run_1/final_clocks.png
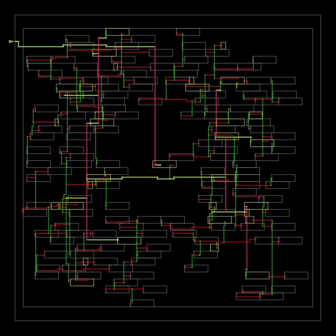
run_1/met3.png
Drawn at 2 px/um. Cells faint in the background.
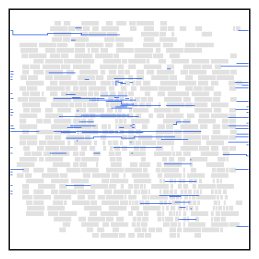
run_1/metal_stack.png
Drawn at 3 px/um.
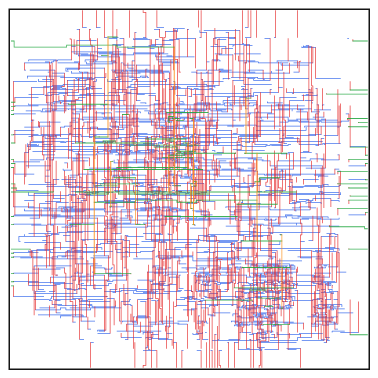
run_1/pdn.png
Drawn at 3 px/um. Pins as bars on the die edge. Tap cells in grey.
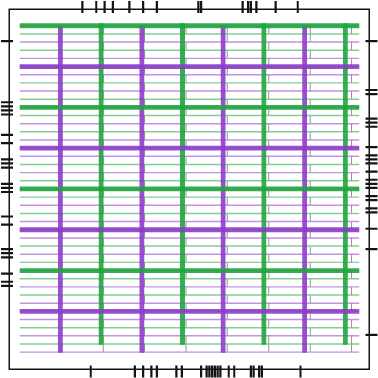
==> src/rtl/switchbox_cfg_loader_if.sv <==
// Bus between the fabric config port and the switch-box loader.
//   master: drives start / bit_in / bit_valid, observes everything else
//   slave : the loader; accepts the serial stream and drives the commit
//           bus (cfg_word, cfg_sel, cfg_we), status (busy, done) and the
//           sticky error flags with the failing frame address (err_box).
interface switchbox_cfg_loader_if #(
  parameter int unsigned NUM_BOXES = 4,
  parameter int unsigned ADDR_W    = 2,
  parameter int unsigned CFG_W     = 60
);
  logic                 start;
  logic                 bit_in;
  logic                 bit_valid;
  logic                 bit_ready;
  logic [CFG_W-1:0]     cfg_word;
  logic [NUM_BOXES-1:0] cfg_sel;
  logic                 cfg_we;
  logic                 busy;
  logic                 done;
  logic                 err_parity;
  logic                 err_addr;
  logic                 err_contention;
  logic [ADDR_W-1:0]    err_box;

  modport master (
    output start, bit_in, bit_valid,
    input  bit_ready, cfg_word, cfg_sel, cfg_we, busy, done,
           err_parity, err_addr, err_contention, err_box
  );

  modport slave (
    input  start, bit_in, bit_valid,
    output bit_ready, cfg_word, cfg_sel, cfg_we, busy, done,
           err_parity, err_addr, err_contention, err_box
  );
endinterface

==> src/rtl/switchbox_cfg_loader.sv <==
// Serial configuration loader for a chain of switch boxes.
// Deserialises framed bitstreams (ADDR_W address bits, 60 data bits MSB
// first, one even-parity bit), validates address range, parity and driver
// contention, then commits each word to its box with a one-cycle strobe.
// Ports:
//   clk   - rising-edge clock
//   reset - asynchronous, active-low reset
//   bus   - slave side of switchbox_cfg_loader_if (stream in, commit/status out)
module switchbox_cfg_loader #(
  parameter int unsigned NUM_BOXES = 4,
  parameter int unsigned ADDR_W    = 2,
  parameter int unsigned CFG_W     = 60
) (
  input  logic                  clk,
  input  logic                  reset,
  switchbox_cfg_loader_if.slave bus
);

  localparam int unsigned SR_W  = ADDR_W + CFG_W;
  localparam int unsigned CNT_W = 6;

  typedef enum logic [2:0] {
    S_IDLE,
    S_ADDR,
    S_DATA,
    S_PAR,
    S_CHECK,
    S_COMMIT,
    S_DONE,
    S_ERROR
  } state_e;

  state_e              state_q, state_d;
  logic [CNT_W-1:0]    bit_cnt_q, bit_cnt_d;
  logic [ADDR_W-1:0]   frame_cnt_q, frame_cnt_d;
  logic [SR_W-1:0]     sr_q, sr_d;
  logic                par_q, par_d;
  logic [CFG_W-1:0]    word_q, word_d;
  logic                err_par_q, err_par_d;
  logic                err_addr_q, err_addr_d;
  logic                err_cont_q, err_cont_d;
  logic [ADDR_W-1:0]   err_box_q, err_box_d;

  logic                xfer;
  logic                ready;
  logic [ADDR_W-1:0]   addr;
  logic [CFG_W-1:0]    data;
  logic                addr_bad;
  logic                par_bad;
  logic                contention;
  logic [SR_W-1:0]     sr_shift;

  // Address bits enter first, so after a full frame the address sits in the
  // top ADDR_W bits and data bit 59 directly below it.
  assign addr     = sr_q[SR_W-1:CFG_W];
  assign data     = sr_q[CFG_W-1:0];
  assign sr_shift = {sr_q[SR_W-2:0], bus.bit_in};

  assign ready    = (state_q == S_ADDR) || (state_q == S_DATA) || (state_q == S_PAR);
  assign xfer     = ready && bus.bit_valid;

  assign addr_bad = (32'(addr) >= NUM_BOXES);
  assign par_bad  = ((^sr_q) != par_q);

  function automatic logic multi3(input logic a, input logic b, input logic c);
    return (a & b) | (a & c) | (b & c);
  endfunction

  // Four sides per lane; each side may be driven by at most one source.
  always_comb begin
    contention = 1'b0;
    for (int unsigned k = 0; k < 5; k++) begin
      contention |= multi3(data[6*k+1], data[6*k+2],  data[6*k+4]);
      contention |= multi3(data[6*k],   data[30+4*k], data[32+4*k]);
      contention |= multi3(data[6*k+3], data[31+4*k], data[50+2*k]);
      contention |= multi3(data[6*k+5], data[33+4*k], data[51+2*k]);
    end
  end

  always_ff @(posedge clk or negedge reset) begin
    if (!reset) begin
      state_q     <= S_IDLE;
      bit_cnt_q   <= '0;
      frame_cnt_q <= '0;
      sr_q        <= '0;
      par_q       <= 1'b0;
      word_q      <= '0;
      err_par_q   <= 1'b0;
      err_addr_q  <= 1'b0;
      err_cont_q  <= 1'b0;
      err_box_q   <= '0;
    end else begin
      state_q     <= state_d;
      bit_cnt_q   <= bit_cnt_d;
      frame_cnt_q <= frame_cnt_d;
      sr_q        <= sr_d;
      par_q       <= par_d;
      word_q      <= word_d;
      err_par_q   <= err_par_d;
      err_addr_q  <= err_addr_d;
      err_cont_q  <= err_cont_d;
      err_box_q   <= err_box_d;
    end
  end

  always_comb begin
    state_d     = state_q;
    bit_cnt_d   = bit_cnt_q;
    frame_cnt_d = frame_cnt_q;
    sr_d        = sr_q;
    par_d       = par_q;
    word_d      = word_q;
    err_par_d   = err_par_q;
    err_addr_d  = err_addr_q;
    err_cont_d  = err_cont_q;
    err_box_d   = err_box_q;

    unique case (state_q)
      S_IDLE: begin
        if (bus.start) begin
          state_d     = S_ADDR;
          frame_cnt_d = '0;
          bit_cnt_d   = '0;
        end
      end
      S_ADDR: begin
        if (xfer) begin
          sr_d = sr_shift;
          if (bit_cnt_q == CNT_W'(ADDR_W - 1)) begin
            bit_cnt_d = '0;
            state_d   = S_DATA;
          end else begin
            bit_cnt_d = bit_cnt_q + CNT_W'(1);
          end
        end
      end
      S_DATA: begin
        if (xfer) begin
          sr_d = sr_shift;
          if (bit_cnt_q == CNT_W'(CFG_W - 1)) begin
            bit_cnt_d = '0;
            state_d   = S_PAR;
          end else begin
            bit_cnt_d = bit_cnt_q + CNT_W'(1);
          end
        end
      end
      S_PAR: begin
        if (xfer) begin
          par_d   = bus.bit_in;
          state_d = S_CHECK;
        end
      end
      S_CHECK: begin
        if (addr_bad) begin
          err_addr_d = 1'b1;
          err_box_d  = addr;
          state_d    = S_ERROR;
        end else if (par_bad) begin
          err_par_d  = 1'b1;
          err_box_d  = addr;
          state_d    = S_ERROR;
        end else if (contention) begin
          err_cont_d = 1'b1;
          err_box_d  = addr;
          state_d    = S_ERROR;
        end else begin
          // Latched here so cfg_word is valid throughout COMMIT and holds after.
          word_d  = data;
          state_d = S_COMMIT;
        end
      end
      S_COMMIT: begin
        if (frame_cnt_q == ADDR_W'(NUM_BOXES - 1)) begin
          state_d = S_DONE;
        end else begin
          frame_cnt_d = frame_cnt_q + ADDR_W'(1);
          state_d     = S_ADDR;
        end
      end
      S_DONE: begin
        state_d = S_IDLE;
      end
      S_ERROR: begin
        if (bus.start) begin
          err_par_d   = 1'b0;
          err_addr_d  = 1'b0;
          err_cont_d  = 1'b0;
          err_box_d   = '0;
          frame_cnt_d = '0;
          bit_cnt_d   = '0;
          state_d     = S_ADDR;
        end
      end
      default: begin
        state_d = S_IDLE;
      end
    endcase
  end

  always_comb begin
    bus.cfg_sel = '0;
    if (state_q == S_COMMIT) begin
      for (int unsigned i = 0; i < NUM_BOXES; i++) begin
        bus.cfg_sel[i] = (32'(addr) == i);
      end
    end
  end

  assign bus.bit_ready      = ready;
  assign bus.cfg_word       = word_q;
  assign bus.cfg_we         = (state_q == S_COMMIT);
  assign bus.busy           = (state_q != S_IDLE) && (state_q != S_ERROR);
  assign bus.done           = (state_q == S_DONE);
  assign bus.err_parity     = err_par_q;
  assign bus.err_addr       = err_addr_q;
  assign bus.err_contention = err_cont_q;
  assign bus.err_box        = err_box_q;

endmodule

==> src/flat_wrapper.sv <==
// flat-port wrapper written by rule: the top's interface ports become plain ports
module switchbox_cfg_loader_flat 
#(
  parameter int unsigned NUM_BOXES = 4,
  parameter int unsigned ADDR_W    = 2,
  parameter int unsigned CFG_W     = 60
)
  (clk, reset, bus_start, bus_bit_in, bus_bit_valid, bus_bit_ready, bus_cfg_word, bus_cfg_sel, bus_cfg_we, bus_busy, bus_done, bus_err_parity, bus_err_addr, bus_err_contention, bus_err_box);
  switchbox_cfg_loader_if #(.NUM_BOXES(NUM_BOXES), .ADDR_W(ADDR_W), .CFG_W(CFG_W)) bus_i ();
  input  logic clk;
  input  logic reset;
  input wire logic [$bits(bus_i.start)-1:0] bus_start;
  input wire logic [$bits(bus_i.bit_in)-1:0] bus_bit_in;
  input wire logic [$bits(bus_i.bit_valid)-1:0] bus_bit_valid;
  output wire logic [$bits(bus_i.bit_ready)-1:0] bus_bit_ready;
  output wire logic [$bits(bus_i.cfg_word)-1:0] bus_cfg_word;
  output wire logic [$bits(bus_i.cfg_sel)-1:0] bus_cfg_sel;
  output wire logic [$bits(bus_i.cfg_we)-1:0] bus_cfg_we;
  output wire logic [$bits(bus_i.busy)-1:0] bus_busy;
  output wire logic [$bits(bus_i.done)-1:0] bus_done;
  output wire logic [$bits(bus_i.err_parity)-1:0] bus_err_parity;
  output wire logic [$bits(bus_i.err_addr)-1:0] bus_err_addr;
  output wire logic [$bits(bus_i.err_contention)-1:0] bus_err_contention;
  output wire logic [$bits(bus_i.err_box)-1:0] bus_err_box;
  assign bus_i.start = bus_start;
  assign bus_i.bit_in = bus_bit_in;
  assign bus_i.bit_valid = bus_bit_valid;
  assign bus_bit_ready = bus_i.bit_ready;
  assign bus_cfg_word = bus_i.cfg_word;
  assign bus_cfg_sel = bus_i.cfg_sel;
  assign bus_cfg_we = bus_i.cfg_we;
  assign bus_busy = bus_i.busy;
  assign bus_done = bus_i.done;
  assign bus_err_parity = bus_i.err_parity;
  assign bus_err_addr = bus_i.err_addr;
  assign bus_err_contention = bus_i.err_contention;
  assign bus_err_box = bus_i.err_box;
  switchbox_cfg_loader #(.NUM_BOXES(NUM_BOXES), .ADDR_W(ADDR_W), .CFG_W(CFG_W)) u_core (.clk(clk), .reset(reset), .bus(bus_i));
endmodule
==> config.mk <==
export PLATFORM = sky130hd
export DESIGN_NAME = switchbox_cfg_loader_flat
export DESIGN_NICKNAME = d
export VERILOG_FILES = /design/src/rtl/switchbox_cfg_loader_if.sv /design/src/rtl/switchbox_cfg_loader.sv /design/src/flat_wrapper.sv
export SDC_FILE = /design/constraint.sdc
export NUM_CORES = 1
export LEC_CHECK = 0
export CORE_MARGIN = 3
export CORE_UTILIZATION = 50
export CTS_CLUSTER_DIAMETER = 40
export CTS_CLUSTER_SIZE = 25
export DETAILED_ROUTE_END_ITERATION = 7
export GPL_TIMING_DRIVEN = 0
export MAX_ROUTING_LAYER = met4
export PLACE_DENSITY_LB_ADDON = 0.2
export SLEW_MARGIN = 20
export SYNTH_ARGS = -nofsm -noshare
export SYNTH_HDL_FRONTEND = slang
export SYNTH_SLANG_ARGS = --single-unit
==> constraint.sdc <==
create_clock -name clk -period 2.89 [get_ports clk]
set_clock_uncertainty 0.05 [all_clocks]
set_input_delay 0.578 -clock clk [delete_from_list [all_inputs] [get_ports clk]]
set_output_delay 0.578 -clock clk [all_outputs]
set_load 0.01 [all_outputs]
==> impl_metrics.tcl, run 1 <==
# yosys + openroad results
set metrics [dict create \
    cp.buffers_inverters 3 \
    clkPwrFrac 0.273 \
    logic_gate_count 330 \
    rsz0062_at_grt "true" \
    synthTopCellsByArea "dfrtp_1 (54%), mux2_2 (21%), xnor2_1 (6.5%)" \
    outcome "completed" \
    worst_path_max_delay_cell "xnor3_2" \
    crit_path_frequent_cell "xnor2_1" \
    post_cts_buffers 9 \
    finalWeightedCongestion 0.908 \
    clk_share 0.0659 \
    synth-seq-cells 138 \
    ys_types 43 \
    syn_avg_cell_area_um2 13.0 \
    ys_chip_area_mm2 0.00644 \
    syn-cell-area_mm2 0.00644 \
    buffer_area_frac 0.136 \
    dp_cells 741 \
    timing.hold.ws_ns 0.441 \
    wl_met1_mm 6.64 \
    crit_required_ns 3.14 \
    worst-path-max-fanout 10 \
    pg_seq_w 0.00252 \
    drtIter0Drc 237 \
    cp.depth 11 \
    yosys.area.top_type_share 0.536 \
    die_y_um 119 \
]
-- final_clocks.png (at the start) --
CTS buffer count: 17
Late-Pin Clk Latency: 0.42 ns
sequential cell count: 138

-- met3.png (at the start) --
wire length on this layer = 827 um
main direction = horizontal
longest straight run = 40.5 um
nets with wire on the layer = 74
final WL: 15.2 mm
GRT met3 Usage: 0.0457

-- metal_stack.png (at the start) --
blue -> met1  # wire length 6,640 um
orange -> met4  # wire length 292 um
red -> met2  # wire length 7,460 um
green -> met3  # wire length 827 um

-- pdn.png (at the start) --
green -> VDD
purple -> VSS
met1 rails = 41
met4 straps = 8
tap cells = 168

## run 1: synth_stat cells, types with 3 or more instances
library cell    n
a21oi_1         8
o22ai_1         3
ha_1            7
and3_1          7
xor2_1          6
xnor2_1        48
inv_1           8
nor2b_1         6
a22o_1          3
a221oi_1        3
mux2_2        118
clkbuf_1       12
or2_2           3
a22oi_1         5
nor3_1          8
o21ai_0        32
mux2_1          4
a31oi_1         6
nor2_1         14
dfrtp_1       138
xnor3_1         3
nand4_1         6
nand2_1        16
nand3_1         4
buf_6           6
## run 1: cell families after synthesis
kind of cell / synth area share
multiplexers: 0.215
buffers and inverters: 0.0239
XOR/XNOR: 0.0876
adder cells (fa/ha/maj): 0.0136
AND-OR/OR-AND: 0.0663
other: 0.000582
flip-flops: 0.536
AND/OR/NAND/NOR: 0.0569
==> run 2, diff against run 1 <==
--- a/config.mk
+++ b/config.mk
@@ -5,11 +5,13 @@
 export SDC_FILE = /design/constraint.sdc
 export NUM_CORES = 1
 export LEC_CHECK = 0
+export ABC_CLOCK_PERIOD_IN_PS = 2890
 export CORE_MARGIN = 3
 export CORE_UTILIZATION = 50
 export CTS_CLUSTER_DIAMETER = 40
 export CTS_CLUSTER_SIZE = 25
 export DETAILED_ROUTE_END_ITERATION = 7
+export GPL_ROUTABILITY_DRIVEN = 0
 export GPL_TIMING_DRIVEN = 0
 export MAX_ROUTING_LAYER = met4
 export PLACE_DENSITY_LB_ADDON = 0.2
==> impl_metrics.tcl, run 2 <==
# yosys + openroad results
set metrics [dict create \
    syn_avg_cell_area_um2 13.0 \
    worst_path_max_delay_cell "dfrtp_1" \
    rsz0062_at_grt "true" \
    syn-cell-area_mm2 0.00644 \
    drtIter0Drc 196 \
    top_logic_kind "multiplexers" \
    cp.depth 9 \
    ys_chip_area_mm2 0.00644 \
    buffer_area_frac 0.129 \
    clkPwrFrac 0.271 \
    simple_gate_area_frac 0.0569 \
    top_cell "dfrtp_1" \
    postRouteWirelength_mm 14.7 \
    wl_met1_mm 6.70 \
    crit_required_ns 3.14 \
    post_cts_buffers 5 \
    worst-path-max-fanout 6 \
    cp.buffers_inverters 2 \
    ys_types 43 \
    outcome "completed" \
    crit_path_frequent_cell "xnor3_1" \
]
-- run 2: netlist changes by cell type in the layout (fill, tap and decap cells not counted), moves of 2 or more --
cell      delta
buf_12       -5
buf_4        -9
buf_6        +3
buf_8        +2
clkbuf_1     +3
clkbuf_2     +3
dfrtp_1      +7
dfrtp_2      -7
mux2_1       +3
mux2_2      +16
mux2_4      -19
-- run 2: power by group through the flow --
stage          Combinational, W  Clock, W  Sequential [W]
2_1_floorplan           0.00201         0         0.00244
3_3_place_gp            0.00259         0         0.00251
3_5_place_dp            0.00267         0         0.00252
4_1_cts                 0.00284   0.00205         0.00250
5_1_grt                 0.00313   0.00214         0.00256
6_report                0.00289   0.00201         0.00252
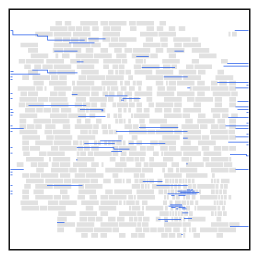
run_2/met3.png
Drawn at 2 px/um. Cells faint in the background.
nets with wire on the layer = 70
share of all routed wire = 4.5%
main direction = horizontal
longest straight run = 35.4 um
GRT met3 Usage: 0.0504
via count: 4,322

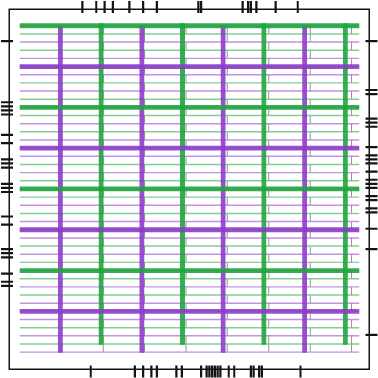
run_2/pdn.png
Drawn at 3 px/um. Pins as bars on the die edge. Tap cells in grey.
purple -> VSS
green -> VDD
met1 rails = 41
tap cells = 168
signal pins = 78
core area: 0.0123 mm2
maximum VDD drop: 0.938 mV
Die Y: 119 um
Die W: 119 um

==> run 3, diff against run 2 <==
--- a/config.mk
+++ b/config.mk
@@ -5,7 +5,7 @@
 export SDC_FILE = /design/constraint.sdc
 export NUM_CORES = 1
 export LEC_CHECK = 0
-export ABC_CLOCK_PERIOD_IN_PS = 2890
+export ABC_AREA = 1
 export CORE_MARGIN = 3
 export CORE_UTILIZATION = 50
 export CTS_CLUSTER_DIAMETER = 40
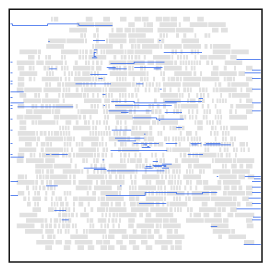
run_3/met3.png
Drawn at 2 px/um. Cells faint in the background.
longest straight run = 28.5 um
nets with wire on the layer = 83

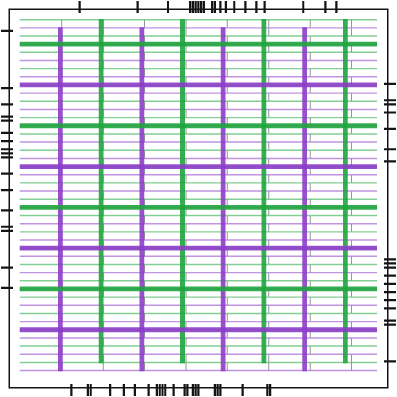
run_3/pdn.png
Drawn at 3 px/um. Pins as bars on the die edge. Tap cells in grey.
green -> VDD
purple -> VSS
met1 rails = 44
met4 straps = 8
tap cells = 180
met5 straps = 8
Die Y: 126 um
maximum VDD drop: 0.563 mV

==> impl_metrics.tcl, run 3 <==
# yosys + openroad results
set metrics [dict create \
    crit_chain "inv_1 -> nor2_1 -> inv_2 -> o21ai_0 -> inv_2 -> clkdlybuf4s50_1" \
    power.internal_w 0.00427 \
    crit_path_frequent_cell "inv_2" \
    pg_seq_w 0.00233 \
    die_w_um 126 \
    hold_violations 0 \
    dieArea_mm2 0.0158 \
    buffer_area_frac 0.115 \
    ys_chip_area_mm2 0.00716 \
    timing.hold.ws_ns 0.0236 \
    outcome "completed" \
    dp_cells 1201 \
    postRouteWirelength_mm 18.0 \
    powerComb_w 0.00208 \
    slowest_delay_ns 0.54 \
    ys_types 38 \
    clkPwrFrac 0.337 \
    clkTransAtPathRegs_ns 0.06 \
    worst-path-max-fanout 7 \
    tool_warnings 30 \
    syn_avg_cell_area_um2 7.58 \
    grt-ovfl-total 0 \
    drc_errors 0 \
    seq_area_frac 0.390 \
    port_buffers 76 \
    clock_net_power_w 0.00224 \
    inverters 116 \
    post_layout_nonfiller_instances 1236 \
    cp-start-kind "flip-flop" \
    rsz0062_at_grt "false" \
    vias 6405 \
    top_power_group "sequential cells" \
    buffers 107 \
    post_cts_buffers 0 \
    grt_usage 0.247 \
    worst_path_max_delay_cell "clkdlybuf4s50_1" \
    coreArea_mm2 0.0139 \
    rr_startpoint "u_core.sr_q[61]$_DFFE_PN0P_" \
    grt-busiest-layer "met2" \
    antennaDiodeCount 0 \
    syn-cell-area_mm2 0.00716 \
    crit_required_ns 2.26 \
    top_cell "nand2_1" \
    max-cap-violations 0 \
    grtUsageMet3 0.0475 \
    critPathCapture "bus_busy" \
]
## run 3: cells by family after synthesis
kind of cell	count (synthesis)	synth area share
buffers and inverters	143	0.0846
adders and majority gates	7	0.0122
other	1	0.000524
AOI/OAI and AO/OA	167	0.133
DFF	138	0.483
and+or+nand+nor	474	0.269
xor gates and xnor gates	14	0.0171
## run 3: worst max-delay path, delay by kind of cell, from the launching register on
kind / cells / cell delay (ns)
AND-OR/OR-AND: 1 / 0.19
buffers and inverters: 4 / 0.94
flip-flops: 1 / 0.46
AND/OR/NAND/NOR: 1 / 0.08
## run 3: per-layer routing
metal / up-vias / share of wire / wire length, um
met5: - / 0 / 0
met4: 0 / 0.021 / 375
met3: 24 / 0.043 / 774
met2: 160 / 0.47 / 8490
met1: 3052 / 0.47 / 8400
li1: 3169 / - / -
Power is estimated from default activity; no workload was simulated.
